===== config.mk =====
export PLATFORM = sky130hd
export DESIGN_NAME = branch_wb_cluster
export DESIGN_NICKNAME = d
export VERILOG_FILES = /design/src/rtl/branch_pkg.sv /design/src/rtl/branch_result_fifo.sv /design/src/rtl/branch_wb_cluster.sv
export SDC_FILE = /design/constraint.sdc
export NUM_CORES = 1
export LEC_CHECK = 0
export CAP_MARGIN = 20
export CORE_UTILIZATION = 35
export CTS_CLUSTER_SIZE = 24
export DETAILED_ROUTE_END_ITERATION = 10
export GPL_ROUTABILITY_DRIVEN = 0
export PLACE_DENSITY = 0.56
export SKIP_LAST_GASP = 1
export SLEW_MARGIN = 10
export SYNTH_ARGS = -nofsm -noshare
export SYNTH_HDL_FRONTEND = slang
export SYNTH_SLANG_ARGS = --single-unit
export TNS_END_PERCENT = 1

===== constraint.sdc =====
create_clock -name clock -period 3.6 [get_ports clock]
set_clock_uncertainty 0.2 [all_clocks]
set_input_delay 0.36 -clock clock [delete_from_list [all_inputs] [get_ports clock]]
set_output_delay 0.36 -clock clock [all_outputs]
set_load 0.05 [all_outputs]

===== src/rtl/branch_pkg.sv =====
// Shared types and constants for the branch execution / writeback cluster.
package branch_pkg;

  localparam int unsigned BRANCH_OP_W = 3;
  localparam int unsigned BR_XLEN     = 32;
  localparam int unsigned BR_TAG_W    = 6;

  typedef enum logic [BRANCH_OP_W-1:0] {
    OP_BEQ  = 3'd0,
    OP_BNE  = 3'd1,
    OP_BLT  = 3'd2,
    OP_BGE  = 3'd3,
    OP_BLTU = 3'd4,
    OP_BGEU = 3'd5,
    OP_JAL  = 3'd6,
    OP_JALR = 3'd7
  } branch_op_e;

  typedef struct packed {
    logic [BR_TAG_W-1:0] tag;
    logic [BR_XLEN-1:0]  result;
    logic [BR_XLEN-1:0]  jump_addr;
    logic                mispredict;
  } branch_result_t;

endpackage


===== src/rtl/branch_result_fifo.sv =====
// In-order result buffer: single push, up to POP_W pops per cycle,
// read window exposing the oldest POP_W entries.
module branch_result_fifo #(
  parameter int unsigned DEPTH = 4,
  parameter int unsigned POP_W = 2,
  parameter int unsigned WIDTH = 8,
  localparam int unsigned PTR_W = (DEPTH > 1) ? $clog2(DEPTH) : 1,
  localparam int unsigned CNT_W = $clog2(DEPTH + 1),
  localparam int unsigned PCW   = $clog2(POP_W + 1)
) (
  input  logic                   clk_i,
  input  logic                   rst_ni,
  input  logic                   flush_i,
  input  logic                   push_i,
  input  logic [WIDTH-1:0]       push_data_i,
  input  logic [PCW-1:0]         pop_cnt_i,
  output logic [CNT_W-1:0]       count_o,
  output logic                   full_o,
  output logic [POP_W*WIDTH-1:0] rd_win_o
);

  logic [WIDTH-1:0] mem_q [DEPTH];
  logic [PTR_W-1:0] head_q, head_d, tail_q, tail_d;
  logic [CNT_W-1:0] count_q, count_d;

  // Flush wins over any same-cycle push or pop.
  always_comb begin
    head_d  = head_q;
    tail_d  = tail_q;
    count_d = count_q;
    if (flush_i) begin
      head_d  = '0;
      tail_d  = '0;
      count_d = '0;
    end else begin
      head_d  = PTR_W'((32'(head_q) + 32'(pop_cnt_i)) % DEPTH);
      tail_d  = push_i ? PTR_W'((32'(tail_q) + 32'd1) % DEPTH) : tail_q;
      count_d = count_q + CNT_W'(push_i) - CNT_W'(pop_cnt_i);
    end
  end

  always_ff @(posedge clk_i or negedge rst_ni) begin
    if (!rst_ni) begin
      head_q  <= '0;
      tail_q  <= '0;
      count_q <= '0;
      for (int unsigned i = 0; i < DEPTH; i++) mem_q[i] <= '0;
    end else begin
      head_q  <= head_d;
      tail_q  <= tail_d;
      count_q <= count_d;
      if (push_i && !flush_i) mem_q[tail_q] <= push_data_i;
    end
  end

  always_comb begin
    rd_win_o = '0;
    for (int unsigned i = 0; i < POP_W; i++)
      rd_win_o[i*WIDTH +: WIDTH] = mem_q[PTR_W'((32'(head_q) + i) % DEPTH)];
  end

  assign count_o = count_q;
  assign full_o  = (32'(count_q) == DEPTH);

endmodule


===== src/rtl/branch_wb_cluster.sv =====
// Branch resolve + in-order writeback over CDB_PORTS buses with prefix grants.
// Optional BRANCH_STATS_EN adds saturating branch / mispredict counters.
module branch_wb_cluster
  import branch_pkg::*;
#(
  parameter int unsigned XLEN       = BR_XLEN,
  parameter int unsigned CDB_PORTS  = 2,
  parameter int unsigned FIFO_DEPTH = 4,
  parameter int unsigned TAG_W      = BR_TAG_W
) (
  input  logic                      clock,
  input  logic                      reset_n,
  input  logic                      flush,
  input  logic                      feed_valid,
  output logic                      feed_ready,
  input  logic [BRANCH_OP_W-1:0]    feed_op,
  input  logic [XLEN-1:0]           feed_rs1,
  input  logic [XLEN-1:0]           feed_rs2,
  input  logic [XLEN-1:0]           feed_pc,
  input  logic [XLEN-1:0]           feed_imm,
  input  logic [TAG_W-1:0]          feed_tag,
  input  logic                      feed_pred_taken,
  output logic [CDB_PORTS-1:0]      cdb_req,
  input  logic [CDB_PORTS-1:0]      cdb_grant,
  output logic [CDB_PORTS-1:0]      cdb_valid,
  output logic [CDB_PORTS*TAG_W-1:0] cdb_tag,
  output logic [CDB_PORTS*XLEN-1:0] cdb_result,
  output logic [CDB_PORTS*XLEN-1:0] cdb_jump_addr,
  output logic [CDB_PORTS-1:0]      cdb_mispredict,
  output logic                      full
`ifdef BRANCH_STATS_EN
  ,
  output logic [31:0]               stat_branches,
  output logic [31:0]               stat_mispredicts
`endif
);

  localparam int unsigned ENTRY_W = $bits(branch_result_t);
  localparam int unsigned PCW     = $clog2(CDB_PORTS + 1);
  localparam int unsigned CNT_W   = $clog2(FIFO_DEPTH + 1);

  branch_result_t              res_c;
  logic [CNT_W-1:0]            count;
  logic [CDB_PORTS*ENTRY_W-1:0] win;
  logic [PCW-1:0]              pops;
  logic                        accept;
  logic                        push;

  // Single-cycle resolve of condition, target, link and mispredict.
  always_comb begin : resolve
    logic            taken;
    logic [XLEN-1:0] link;
    logic [XLEN-1:0] target;
    branch_op_e      op;
    op     = branch_op_e'(feed_op);
    link   = feed_pc + XLEN'(4);
    target = feed_pc + feed_imm;
    taken  = 1'b0;
    case (op)
      OP_BEQ:  taken = (feed_rs1 == feed_rs2);
      OP_BNE:  taken = (feed_rs1 != feed_rs2);
      OP_BLT:  taken = ($signed(feed_rs1) <  $signed(feed_rs2));
      OP_BGE:  taken = ($signed(feed_rs1) >= $signed(feed_rs2));
      OP_BLTU: taken = (feed_rs1 <  feed_rs2);
      OP_BGEU: taken = (feed_rs1 >= feed_rs2);
      OP_JAL:  taken = 1'b1;
      OP_JALR: begin
        taken  = 1'b1;
        target = (feed_rs1 + feed_imm) & ~XLEN'(1);
      end
      default: taken = 1'b0;
    endcase
    res_c.tag        = BR_TAG_W'(feed_tag);
    res_c.result     = BR_XLEN'(((op == OP_JAL) || (op == OP_JALR)) ? link : {XLEN{1'b0}});
    res_c.jump_addr  = BR_XLEN'(taken ? target : link);
    res_c.mispredict = taken ^ feed_pred_taken;
  end

  always_comb begin
    for (int i = 0; i < int'(CDB_PORTS); i++) cdb_req[i] = (int'(count) > i);
  end

  // Only the contiguous granted prefix from bus 0 broadcasts and pops.
  always_comb begin : prefix_grant
    logic run;
    run       = !flush;
    cdb_valid = '0;
    pops      = '0;
    for (int i = 0; i < int'(CDB_PORTS); i++) begin
      cdb_valid[i] = run & cdb_req[i] & cdb_grant[i];
      run          = cdb_valid[i];
      pops         = pops + PCW'(cdb_valid[i]);
    end
  end

  assign feed_ready = !full | (pops != '0);
  assign accept     = feed_valid & feed_ready;
  assign push       = accept & !flush;

  always_comb begin : bus_data
    branch_result_t ent;
    cdb_tag        = '0;
    cdb_result     = '0;
    cdb_jump_addr  = '0;
    cdb_mispredict = '0;
    for (int unsigned i = 0; i < CDB_PORTS; i++) begin
      ent = win[i*ENTRY_W +: ENTRY_W];
      if (cdb_req[i]) begin
        cdb_tag[i*TAG_W +: TAG_W]      = TAG_W'(ent.tag);
        cdb_result[i*XLEN +: XLEN]     = XLEN'(ent.result);
        cdb_jump_addr[i*XLEN +: XLEN]  = XLEN'(ent.jump_addr);
        cdb_mispredict[i]              = ent.mispredict;
      end
    end
  end

  branch_result_fifo #(
    .DEPTH (FIFO_DEPTH),
    .POP_W (CDB_PORTS),
    .WIDTH (ENTRY_W)
  ) u_fifo (
    .clk_i       (clock),
    .rst_ni      (reset_n),
    .flush_i     (flush),
    .push_i      (push),
    .push_data_i (res_c),
    .pop_cnt_i   (pops),
    .count_o     (count),
    .full_o      (full),
    .rd_win_o    (win)
  );

`ifdef BRANCH_STATS_EN
  logic [31:0] stat_branches_q, stat_mispredicts_q;

  // Saturating counters; cleared only by reset, blind to flush.
  always_ff @(posedge clock or negedge reset_n) begin
    if (!reset_n) begin
      stat_branches_q    <= '0;
      stat_mispredicts_q <= '0;
    end else if (accept) begin
      if (stat_branches_q != '1) stat_branches_q <= stat_branches_q + 32'd1;
      if (res_c.mispredict && (stat_mispredicts_q != '1))
        stat_mispredicts_q <= stat_mispredicts_q + 32'd1;
    end
  end

  assign stat_branches    = stat_branches_q;
  assign stat_mispredicts = stat_mispredicts_q;
`endif

endmodule


==> impl_metrics.py <==
# Auto-generated metrics
metrics = {
    "outcome": {
        "violations": "setup timing",
        "status": "complete, but fails checks",
    },
    "setup_path": {
        "path_buffers": 7,
        "critPathSlowestCell": "clkdlybuf4s50_1",
        "endpoint": "u_fifo.mem_q[225]",
    },
    "global_routing": {
        "grt_pass1_vias": 17300,
        "grt_antenna_before_repair": 2,
        "grt_overflow": 0,
    },
    "place": {
        "dp_cells": 3118,
        "io_buffers": 291,
    },
    "routing": {
        "ant_nets": 0,
        "dr.first_iter.drc_count": 935,
        "met1_length_um": 29600,
    },
    "clocking": {
        "htree_levels": 2,
        "cts_hold_buf": 1,
    },
    "synthesis": {
        "yosysUniqueCellTypes": 63,
        "async_flop_share": 1.00,
        "synth_flops": 291,
        "netlist_logic_family_top": "multiplexers",
    },
    "layout": {
        "ff_latch_area_um2": 7290,
        "comb_area_share": 0.460,
    },
    "die": {
        "die_h_um": 243,
        "initial_core_util": 0.357,
    },
    "final_timing": {
        "max_freq_ghz": 0.274,
        "fin_ws_ns": -0.0489,
        "setup-violations-final": 54,
        "worst_pin_slew_ns": 0.813,
    },
}
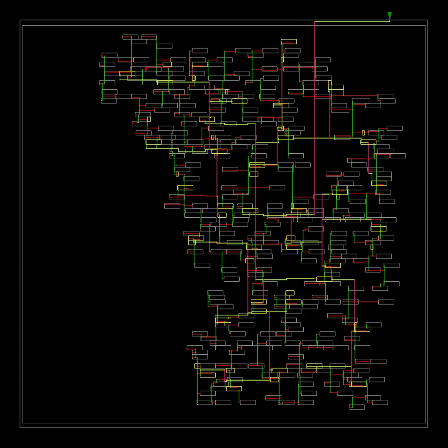
(clock nets)
Clock Buffer Count: 52
Num CTS Buffers: 34
worst skew pair latency: 0.51 ns
Clock group: 3320 uW
registers: 291

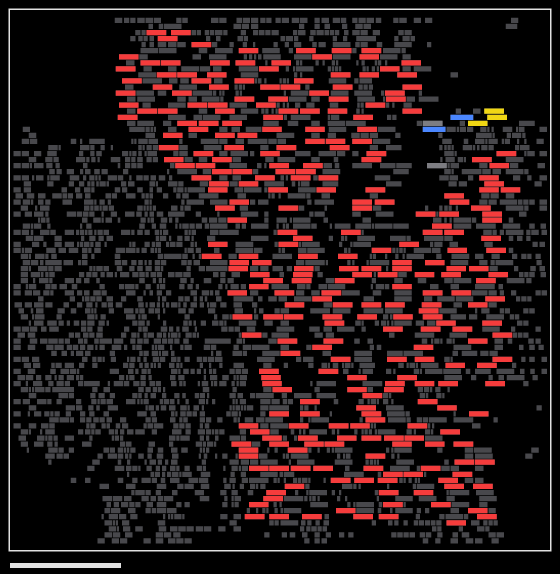
(register map, names as in the netlist)
Scale bar: 50 um. Other sequential cells in the stronger gray, the rest of the logic in the fainter gray.
yellow -> u_fifo.count_o  # sequential cells 3
blue -> u_fifo.head_q  # sequential cells 2
red -> u_fifo.mem_q  # sequential cells 284

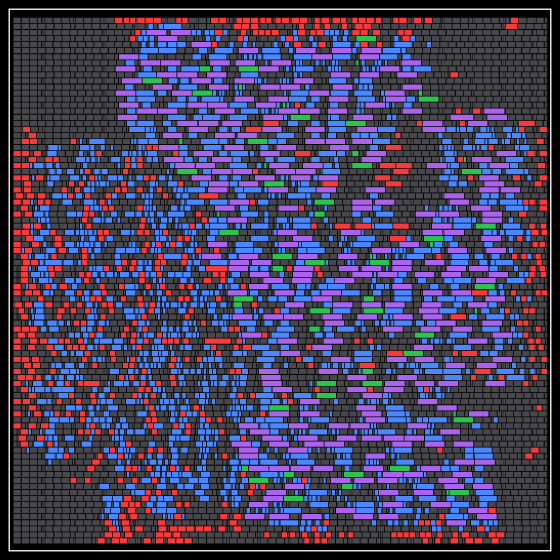
(cell classes on the final placement)
Fill, decap, tap and diode cells in gray.
red -> other buffers and delay cells  # cells 599, share of their area 20%
purple -> flip-flops  # cells 291, share of their area 27%
blue -> all other logic  # cells 1482, share of their area 48%
green -> clock drivers and dummy loads  # cells 59, share of their area 4.0%

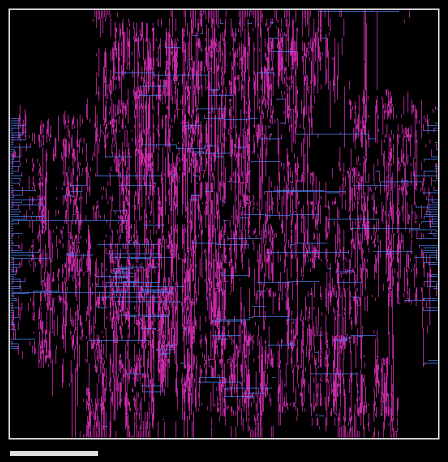
(signal wires by layer)
Scale bar: 50 um. Two of the layers only.
magenta -> met2  # wire length 30.7 mm
blue -> met3  # wire length 2810 um

Power figures rest on the tool's default switching activity, not on a simulated workload.
